File: src/rtl/gcd_operand_feeder.sv
// gcd_operand_feeder
// -----------------------------------------------------------------------------
// Upstream stage of the GCD core. Operand pairs arrive over a valid/ready
// handshake and are buffered in a small FIFO. Each pair is then sequenced onto
// the core's single data_in bus: A during the start cycle, B on the next cycle.
// The feeder waits for core_done and then pulses core_rst so the core
// controller is back in S0 for the next pair. Pairs with a zero operand are
// dropped, because they would make the core's subtract loop spin forever.
//
// Ports:
//   clk, rst          single rising-edge clock, asynchronous active-high reset
//   in_valid/in_ready operand pair handshake (push when both are high)
//   in_a, in_b        operand pair, captured at the push edge
//   data_out          drives core data_in
//   start             drives core start (high for the A cycle only)
//   core_rst          one-cycle restart of the core controller after done
//   core_done         done flag from the core
//   busy              a pair is in flight (state is not IDLE)
//   zero_err          one-cycle pulse when a pair is dropped for a zero operand
//   count             FIFO occupancy in pairs
//   timeout_err       (only with GCD_FEEDER_TIMEOUT_EN) one-cycle pulse when
//                     the core failed to finish within TIMEOUT cycles
//
// Optional feature macro: GCD_FEEDER_TIMEOUT_EN adds a wait counter that aborts
// a hung computation after TIMEOUT cycles in WAIT.
// -----------------------------------------------------------------------------
module gcd_operand_feeder #(
    parameter int WIDTH   = 16,
    parameter int DEPTH   = 4,
    parameter int TIMEOUT = 65535
) (
    input  logic                   clk,
    input  logic                   rst,
    input  logic                   in_valid,
    output logic                   in_ready,
    input  logic [WIDTH-1:0]       in_a,
    input  logic [WIDTH-1:0]       in_b,
    output logic [WIDTH-1:0]       data_out,
    output logic                   start,
    output logic                   core_rst,
    input  logic                   core_done,
    output logic                   busy,
    output logic                   zero_err,
    output logic [$clog2(DEPTH):0] count
`ifdef GCD_FEEDER_TIMEOUT_EN
    ,
    output logic                   timeout_err
`endif
);

    localparam int PW = $clog2(DEPTH);
    localparam int CW = PW + 1;
    localparam logic [CW-1:0] FULL = CW'(DEPTH);

    // Catch illegal configurations at elaboration rather than in silicon.
    if (DEPTH < 2 || (DEPTH & (DEPTH - 1)) != 0 || TIMEOUT < 1) begin : g_param_check
        $error("gcd_operand_feeder: DEPTH must be a power of two >= 2 and TIMEOUT >= 1");
    end

    typedef enum logic [2:0] {
        IDLE,
        LOAD_A,
        LOAD_B,
        WAIT,
        RECOVER
    } state_t;

    state_t            state_q, state_d;
    logic [PW-1:0]     rd_ptr_q, rd_ptr_d;
    logic [PW-1:0]     wr_ptr_q, wr_ptr_d;
    logic [CW-1:0]     count_q, count_d;
    logic [WIDTH-1:0]  mem_a [DEPTH];
    logic [WIDTH-1:0]  mem_b [DEPTH];
    logic [WIDTH-1:0]  head_a, head_b;
    logic              push, pop;
    logic              head_zero;

`ifdef GCD_FEEDER_TIMEOUT_EN
    logic [16:0]       wait_cnt_q, wait_cnt_d;
    logic              timeout_err_q, timeout_err_d;
`endif

    assign head_a    = mem_a[rd_ptr_q];
    assign head_b    = mem_b[rd_ptr_q];
    assign head_zero = (head_a == '0) || (head_b == '0);
    assign in_ready  = (count_q != FULL);
    assign push      = in_valid && in_ready;
    assign count     = count_q;
    assign busy      = (state_q != IDLE);

    // Pair storage carries no reset: occupancy and pointers alone decide
    // which entries are meaningful.
    always_ff @(posedge clk) begin
        if (push) begin
            mem_a[wr_ptr_q] <= in_a;
            mem_b[wr_ptr_q] <= in_b;
        end
    end

    // FIFO bookkeeping. DEPTH is a power of two, so the pointers wrap on
    // natural overflow. A simultaneous push and pop leaves count unchanged.
    always_comb begin
        wr_ptr_d = wr_ptr_q;
        rd_ptr_d = rd_ptr_q;
        count_d  = count_q;
        if (push) begin
            wr_ptr_d = wr_ptr_q + 1'b1;
        end
        if (pop) begin
            rd_ptr_d = rd_ptr_q + 1'b1;
        end
        case ({push, pop})
            2'b10:   count_d = count_q + 1'b1;
            2'b01:   count_d = count_q - 1'b1;
            default: count_d = count_q;
        endcase
    end

    // Sequencer. Core-facing outputs decode only registered state and the
    // FIFO head, so there is no combinational path from in_* to the core.
    always_comb begin
        state_d  = state_q;
        pop      = 1'b0;
        data_out = '0;
        start    = 1'b0;
        core_rst = 1'b0;
        zero_err = 1'b0;
`ifdef GCD_FEEDER_TIMEOUT_EN
        timeout_err_d = 1'b0;
        wait_cnt_d    = (state_q == WAIT) ? wait_cnt_q + 17'd1 : 17'd0;
`endif
        case (state_q)
            IDLE: begin
                if (count_q != '0) begin
                    // The core in S0 reloads A every cycle, so presenting
                    // head A early is harmless.
                    data_out = head_a;
                    if (head_zero) begin
                        pop      = 1'b1;
                        zero_err = 1'b1;
                    end else begin
                        state_d = LOAD_A;
                    end
                end
            end
            LOAD_A: begin
                start    = 1'b1;
                data_out = head_a;
                state_d  = LOAD_B;
            end
            LOAD_B: begin
                // The core has captured B at this edge, so the slot is free.
                data_out = head_b;
                pop      = 1'b1;
                state_d  = WAIT;
            end
            WAIT: begin
                if (core_done) begin
                    state_d = RECOVER;
                end
`ifdef GCD_FEEDER_TIMEOUT_EN
                else if (wait_cnt_q == 17'(TIMEOUT - 1)) begin
                    state_d       = RECOVER;
                    timeout_err_d = 1'b1;
                end
`endif
            end
            RECOVER: begin
                core_rst = 1'b1;
                state_d  = IDLE;
            end
            default: begin
                state_d = IDLE;
            end
        endcase
    end

    // State and FIFO registers. Reset drops everything in flight; the core is
    // reset by the same system reset, so no core_rst is needed here.
    always_ff @(posedge clk or posedge rst) begin
        if (rst) begin
            state_q  <= IDLE;
            rd_ptr_q <= '0;
            wr_ptr_q <= '0;
            count_q  <= '0;
        end else begin
            state_q  <= state_d;
            rd_ptr_q <= rd_ptr_d;
            wr_ptr_q <= wr_ptr_d;
            count_q  <= count_d;
        end
    end

`ifdef GCD_FEEDER_TIMEOUT_EN
    // The timeout flag is registered so it lines up with the core_rst cycle.
    always_ff @(posedge clk or posedge rst) begin
        if (rst) begin
            wait_cnt_q    <= '0;
            timeout_err_q <= 1'b0;
        end else begin
            wait_cnt_q    <= wait_cnt_d;
            timeout_err_q <= timeout_err_d;
        end
    end

    assign timeout_err = timeout_err_q;
`endif

endmodule

File: config.mk
export PLATFORM = sky130hd
export DESIGN_NAME = gcd_operand_feeder
export DESIGN_NICKNAME = d
export VERILOG_FILES = /design/src/rtl/gcd_operand_feeder.sv
export SDC_FILE = /design/constraint.sdc
export NUM_CORES = 1
export LEC_CHECK = 0
export CAP_MARGIN = 20
export CORE_MARGIN = 5
export CORE_UTILIZATION = 30
export CTS_CLUSTER_SIZE = 24
export DETAILED_ROUTE_END_ITERATION = 8
export PLACE_DENSITY = 0.49
export SYNTH_ARGS = -nofsm -noshare
export SYNTH_HDL_FRONTEND = slang
export SYNTH_SLANG_ARGS = --single-unit
File: constraint.sdc
create_clock -name clk -period 4.1 [get_ports clk]
set_clock_uncertainty 0.15 [all_clocks]
set_input_delay 1.23 -clock clk [delete_from_list [all_inputs] [get_ports clk]]
set_output_delay 1.23 -clock clk [all_outputs]
set_load 0.1 [all_outputs]
==> impl_metrics.json, run 1 <==
{
  "antenna_found_initial": 0,
  "crit_required_ns": 2.72,
  "highest_layer": "met4",
  "routabilityCongestion": 0.692,
  "flop-count": 138,
  "hpwl_um": 7860,
  "viasPerCell": 4.83,
  "synth.cell_area_um2": 5550,
  "finalMaxSlewViolations": 0,
  "fin_util_pct": 40.9,
  "clock_buffers": 19,
  "netlist-cell-type-count": 40,
  "first_pass_iters": 4,
  "postSynthSeqShare_pct": 73.7,
  "portBuffers": 59,
  "largest_class": "flip-flops and latches",
  "warnings": 32,
  "drv_cap": 0,
  "ctsHoldBuffers": 0,
  "fp.dieArea_um2": 21300,
  "slew_headroom_pct": 64.0,
  "min_from": "count[0]",
  "hp-class": "reg -> reg",
  "nonClkBufAreaFrac_pct": 13.4,
  "num-nonclk-buffers": 82,
  "die_y_um": 146,
  "grt_overflow_total": 0,
  "fin_nets": 395,
  "clk_pin_slew_worst_paths_ns": 0.06,
  "drt-total-wl_um": 12500,
  "cp.arrival_ns": 2.69,
  "grt_start_max_net_pins": 37,
  "syn_inst": 265,
  "drc": 0,
  "cts.sinks": 138,
  "crit_fanout": 8,
  "initial_utilization_pct": 30.7,
  "top_cell_area_share_pct": 69.2,
  "n_fill_cell": 1586,
  "drt_iter0_markers": 225,
  "ys_ff": 138,
  "worst_setup_path_start_kind": "register",
  "post_drt_wl_per_cell_um": 21.1,
  "grtUsageTotal_pct": 12.3,
  "grt_util_met1_pct": 16.9,
  "root_buffer": "clkbuf_16",
  "status": "completed",
  "rsz0062_at_grt": "yes",
  "wl_met2_um": 5880,
  "worst_pin_slew_ns": 0.539,
  "dp_slack_ns": 0.239,
  "use_met3_pct": 4.00,
  "yosysChipArea_um2": 5550,
  "worstSetupEndpointType": "output pin",
  "io_pins": 60,
  "grt_pass1_wl_um": 19300,
  "comb_area_um2": 1410,
  "syn_to_final_growth_pct": 33.2,
  "grt.met2_usage_pct": 18.2,
  "busiest_layer": "met2",
  "nWellTaps": 229,
  "cts_max_level": 4,
  "drive_gt1_share_pct": 33.3,
  "fin_tns_setup_ns": 0,
  "wl_met1_um": 5890,
  "ys_cells": 265,
  "yosys_warnings": 0,
  "wl_met3_um": 614,
  "inv_count": 7,
  "synth_top_cell_by_area": "edfxtp_1",
  "fmax_mhz": 246,
  "clock_path_buffers": 2,
  "seqCellArea_um2": 4100,
  "crit_type": "reg -> out",
  "area_leaders": "edfxtp_1 (69%), mux4_2 (7.3%), mux4_1 (6.6%)",
  "comb_cells": 107,
  "clock_latency_ns": 0.41,
  "avgSynthCellArea_um2": 20.9,
  "cts_tree": "yes",
  "grt_pass1_vias": 3153,
  "clock_area_share_pct": 7.92,
  "setup_viol": 0,
  "syn_nets": 307,
  "vias": 2871,
  "antenna_cells": 0,
  "finalHoldViolations": 0,
  "final.setup.worst_slack_ns": 0.0273,
  "worst_hold_slack_ns": 0.373,
  "rr_startpoint": "rd_ptr_q[0]",
  "crit_start": "rd_ptr_q[0]",
  "finalWorstPathRequiredPeriod_ns": 4.07,
  "finalCritPeriodShare_pct": 99.3,
  "cts_buffers": 17,
  "fp.dieW_um": 146,
  "postRouteAntennaNets": 0
}
-- run 1: cell families after synthesis --
| logic type | synth area share, % |
|---|---|
| simple gates | 4.03 |
| xor+xnor | 0.631 |
| flops | 73.7 |
| fa+ha+maj | 1.49 |
| buf+inv | 1.89 |
| compound gates | 4.10 |
| mux | 14.1 |
-- run 1: stage by stage --
step | cells | cell area [um^2]
floorplan | 265 | 5580
global placement | 551 | 6650
detailed placement | 551 | 6650
CTS | 595 | 7390
global route | 595 | 7390
finish | 595 | 7390
-- run 1: worst max-delay path: stages, from the launching register on --
cell	delay, ns
dfrtp_2	0.41
buf_12	0.16
buf_8	0.12
mux4_2	0.55
nor4_4	0.33
nand4_1	0.20
and2_4	0.23
nor2_4	0.10
buf_12	0.18
-- run 1: timing repair --
action | CTS | global route
resized | 17 | 5
setup buffers | 12 | 0
setup endpoints to repair | 1 | 1
pin swaps | 8 | 4
cloned | 0 | 0
-- run 1: sequential cells by signal, indices dropped and copies added, names as in the netlist --
register,flops
count,3
mem_a,64
mem_b,64
rd_ptr_q,2
state_q,3
wr_ptr_q,2
-- run 1: synthesized netlist by cell type, drive strengths merged --
| master | n |
|---|---|
| a31oi | 1 |
| and2 | 2 |
| or3 | 1 |
| nor4 | 8 |
| inv | 7 |
| o21ai | 3 |
| nand2b | 3 |
| nand4 | 2 |
| xor2 | 2 |
| a211oi | 2 |
| nand3 | 3 |
| buf | 6 |
| nor2 | 6 |
| clkbuf | 7 |
| dfrtp | 10 |
| a32oi | 1 |
| fa | 1 |
| nor3b | 2 |
| o211ai | 1 |
| mux4 | 32 |
| edfxtp | 128 |
| a22o | 16 |
| o21bai | 2 |
| nor3 | 1 |
| ha | 5 |
| or2 | 2 |
| mux2i | 1 |
| a311o | 2 |
| xnor2 | 2 |
| nand2 | 2 |
| and3 | 4 |
-- run 1: final timing paths --
path	to	cells after the start	slack, ns
setup / recovery	zero_err	8	0.03
hold / removal	count[0]	1	0.37
setup reg to reg	count[2]	14	0.57
hold reg to reg	count[0]	1	0.37
max in group asynchronous	rd_ptr_q[0]	2	2.51
min in group asynchronous	wr_ptr_q[1]	2	0.97
-- run 1: layout by cell type, fill, tap and decap left out, types with 3 or more instances in the layout --
cell / synthesis / routed
nor4_4: 0 / 3
clkdlybuf4s50_1: 0 / 35
edfxtp_1: 128 / 128
nor4_2: 3 / 5
nand3_1: 3 / 3
and3_1: 4 / 4
a22o_1: 16 / 7
bufinv_16: 0 / 3
mux4_2: 18 / 26
inv_1: 7 / 7
mux4_1: 14 / 6
clkinvlp_4: 0 / 5
nor2_1: 6 / 5
dfrtp_1: 10 / 9
clkbuf_16: 0 / 17
ha_1: 5 / 5
nand2b_1: 3 / 3
clkinv_1: 0 / 3
buf_12: 1 / 22
buf_4: 1 / 23
a22o_2: 0 / 9
==> run_1/clk_routes.png <==
The bar under the picture is 50 um long.
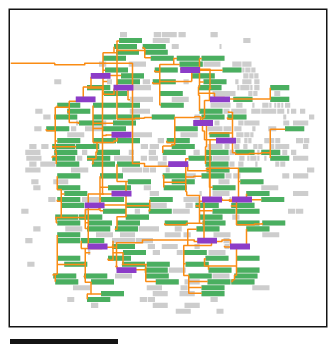
[clock wires] orange | length: 1610 um
[clock drivers] purple | count: 17
[flip-flops] green | count: 138
routed clock nets: 18

==> run_1/logic_types.png <==
The bar under the picture is 50 um long.
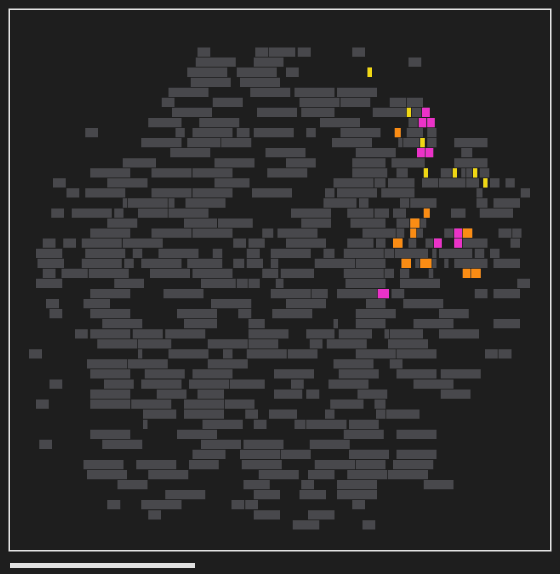
| family | color | cells |
|---|---|---|
| inverting AOI/OAI gates | orange | 10 |
| inverters | yellow | 7 |
| AND and OR gates | magenta | 9 |
logic share of the area: 19.1%
most used logic cell in the final layout: edfxtp_1
Finished Layout Cells: 595

==> run_1/placement_by_type.png <==
The bar under the picture is 50 um long.
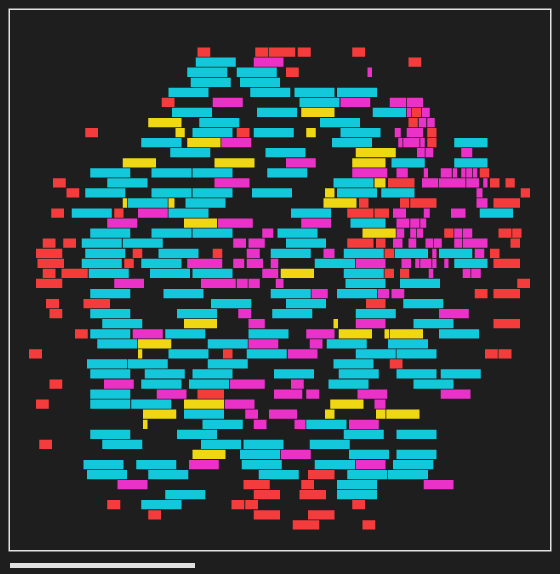
| class | color | cells | share of their area |
|---|---|---|---|
| other buffers and delay cells | red | 82 | 14% |
| combinational and other logic | magenta | 114 | 20% |
| clock drivers and dummy loads | yellow | 32 | 8.2% |
| flops | cyan | 138 | 58% |
Rows: 49
Design Area, Final: 7390 um^2
placeable core area: 18100 um^2
sequential cell area share: 55.4%

## Run 2: what changed since run 1
- CTS_CLUSTER_DIAMETER: default -> 40
- CTS_CLUSTER_SIZE: 24 -> default
==> run 2 against run 1 <==
  * Register-to-register slack barely moved
  * Critical path depth is the same
  * Synthesized cell count is the same
  * Via count stayed put
  * Maximum frequency is the same
  * Synthesized area unchanged
  * Global-route usage is the same
  * Wire length unchanged
  * Worst setup slack is the same
  * Final area did not move
  * Sequential share of layout area stayed put
  * Largest cell class unchanged
  * Highest routed layer unchanged
==> impl_metrics.json, run 2 <==
{
  "status": "completed",
  "cts_tree": "yes",
  "synth_async_sr_flop_share_pct": 7.25,
  "crit_fanout": 8,
  "slew_headroom_pct": 64.0,
  "worst_hold_slack_ns": 0.373,
  "fin_nets": 395,
  "flop_cell": "edfxtp_1",
  "grtUsageTotal_pct": 12.3,
  "clk_pin_slew_worst_paths_ns": 0.06,
  "viasPerCell": 4.83,
  "warnings": 32,
  "cts.sinks": 138,
  "drv_cap": 0,
  "clock_latency_ns": 0.41,
  "final.setup.worst_slack_ns": 0.0273,
  "n_fill_cell": 1586,
  "avgSynthCellArea_um2": 20.9,
  "post-synth-top-count-cell": "edfxtp_1",
  "setup_viol": 0,
  "reg2reg_slack_ns": 0.57,
  "antenna_found_initial": 0,
  "routabilityCongestion": 0.692,
  "worst_pin_slew_ns": 0.539,
  "rr_startpoint": "rd_ptr_q[0]",
  "synth.cell_area_um2": 5550,
  "syn_to_final_growth_pct": 33.2,
  "yosys_warnings": 0,
  "syn_inst": 265,
  "grt_pass1_vias": 3153,
  "crit_required_ns": 2.72,
  "root_buffer": "clkbuf_16",
  "initial_utilization_pct": 30.7,
  "reg.largest.list": "mem_a x64, mem_b x64",
  "edf_count": 128,
  "vias": 2871,
  "ys_cells": 265,
  "cts_buffers": 17,
  "hpwl_um": 7860,
  "worstSetupEndpointType": "output pin",
  "synth_top_cell_by_area": "edfxtp_1",
  "grt_start_max_net_pins": 37,
  "dpl_cell_area_um2": 6650,
  "r2r_end": "count[2]",
  "finalHoldViolations": 0,
  "coreArea_um2": 18100,
  "syn_nets": 307,
  "ys_ff": 138,
  "rsz0062_at_grt": "yes",
  "fp.dieW_um": 146,
  "lay_top_cells": "edfxtp_1 (128), clkdlybuf4s50_1 (35), mux4_2 (26)",
  "drc": 0,
  "stdcell_count": 595,
  "grt_pass1_wl_um": 19300,
  "antenna_cells": 0,
  "hp-class": "reg -> reg",
  "worst_setup_path_start_kind": "register",
  "ctsHoldBuffers": 0,
  "drive_gt1_share_pct": 33.3,
  "reg2reg_depth": 14,
  "grt_overflow_total": 0,
  "io_pins": 60,
  "final_area_um2": 7390,
  "post_drt_wl_per_cell_um": 21.1,
  "finalCritPeriodShare_pct": 99.3,
  "min_from": "count[0]",
  "area_leaders": "edfxtp_1 (69%), mux4_2 (7.3%), mux4_1 (6.6%)",
  "rows": 49,
  "min_to": "count[0]",
  "fmax_mhz": 246,
  "fin_tns_setup_ns": 0,
  "first_pass_iters": 4,
  "top_cell_area_share_pct": 69.2,
  "crit_type": "reg -> out",
  "dp.cells": 551,
  "finalMaxSlewViolations": 0,
  "min_path_cells": 1,
  "portBuffers": 59,
  "cts_max_level": 4,
  "dp_slack_ns": 0.239,
  "drt-total-wl_um": 12500,
  "postRouteAntennaNets": 0,
  "fp.dieArea_um2": 21300,
  "cp.arrival_ns": 2.69,
  "netlist-cell-type-count": 40,
  "yosysChipArea_um2": 5550,
  "common_cells": "edfxtp_1 (128), mux4_2 (18), a22o_1 (16)",
  "postSynthSeqShare_pct": 73.7,
  "drt_iter0_markers": 225,
  "clock_path_buffers": 2,
  "layout_top_cell": "edfxtp_1",
  "finalWorstPathRequiredPeriod_ns": 4.07,
  "die_y_um": 146
}
-- run 2: cell counts in the layout (fill, tap and decap cells not counted) --
Identical to the previous run, type by type.
-- run 2: cell type report --
class                      count  area [um^2]  area share, %
inverter                       7         26.3          0.355
clock inverter                13          153           2.06
multi-input combinational    107         1410           19.1
clock buffer                  19          433           5.86
timing repair buffer          82          990           13.4
sequential                   138         4100           55.4
tap                          229          287           3.88
-- run 2: critical path, cell delays in order, from the launching register on --
cell	delay, ns
dfrtp_2	0.41
buf_12	0.16
buf_8	0.12
mux4_2	0.55
nor4_4	0.33
nand4_1	0.20
and2_4	0.23
nor2_4	0.10
buf_12	0.18
-- run 2: logic make-up after synthesis --
family,count (synthesis),synth area share [%]
muxes,33,14.1
DFF,138,73.7
adders and majority gates,6,1.49
AOI/OAI and AO/OA,28,4.10
and+or+nand+nor,36,4.03
xor gates and xnor gates,4,0.631
buffers and inverters,20,1.89
-- run 2: how the worst max path moves through the flow --
stage | from | endpoint | slack, ns | cells after the start
floorplan | state_q[0] | data_out[0] | -0.17 | 5
global placement | rd_ptr_q[0] | zero_err | 0.23 | 7
detailed placement | rd_ptr_q[0] | zero_err | 0.24 | 7
CTS | rd_ptr_q[0] | zero_err | -0.00006 | 8
global route | rd_ptr_q[0] | zero_err | -0.06 | 8
finish | rd_ptr_q[0] | zero_err | 0.03 | 8
-- run 2: layer usage --
metal / wire length [um] / global-route usage [%] / up-vias
met5: 0 / 0 / -
met4: 162 / 4.52 / 0
met3: 614 / 4.00 / 16
met2: 5880 / 18.2 / 74
met1: 5890 / 16.9 / 1486
li1: - / - / 1295
-- run 2: repair_timing --
item,4_1_cts,5_1_grt
pin swaps,8,4
gates resized,17,5
setup buffers,12,0
setup endpoints to repair,1,1
hold endpoints to repair,0,0
==> run_2/placement_by_type.png <==
The bar under the picture is 50 um long.
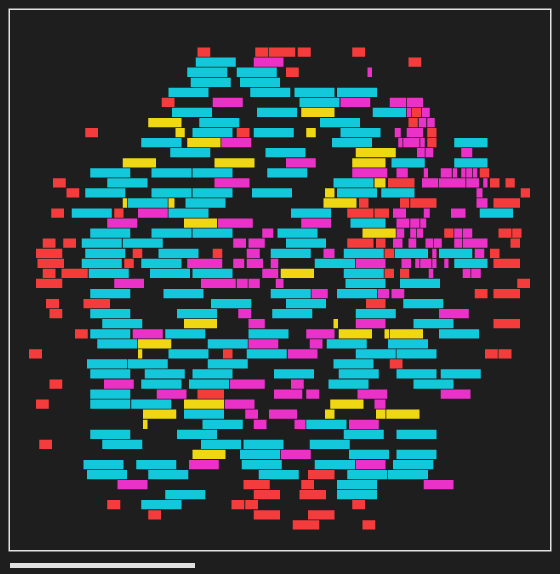
| class | color | cells | share of their area |
|---|---|---|---|
| other buffers and delay cells | red | 82 | 14% |
| flops | cyan | 138 | 58% |
| clock drivers and dummy loads | yellow | 32 | 8.2% |
| combinational and other logic | magenta | 114 | 20% |
post-route core utilization: 40.9%

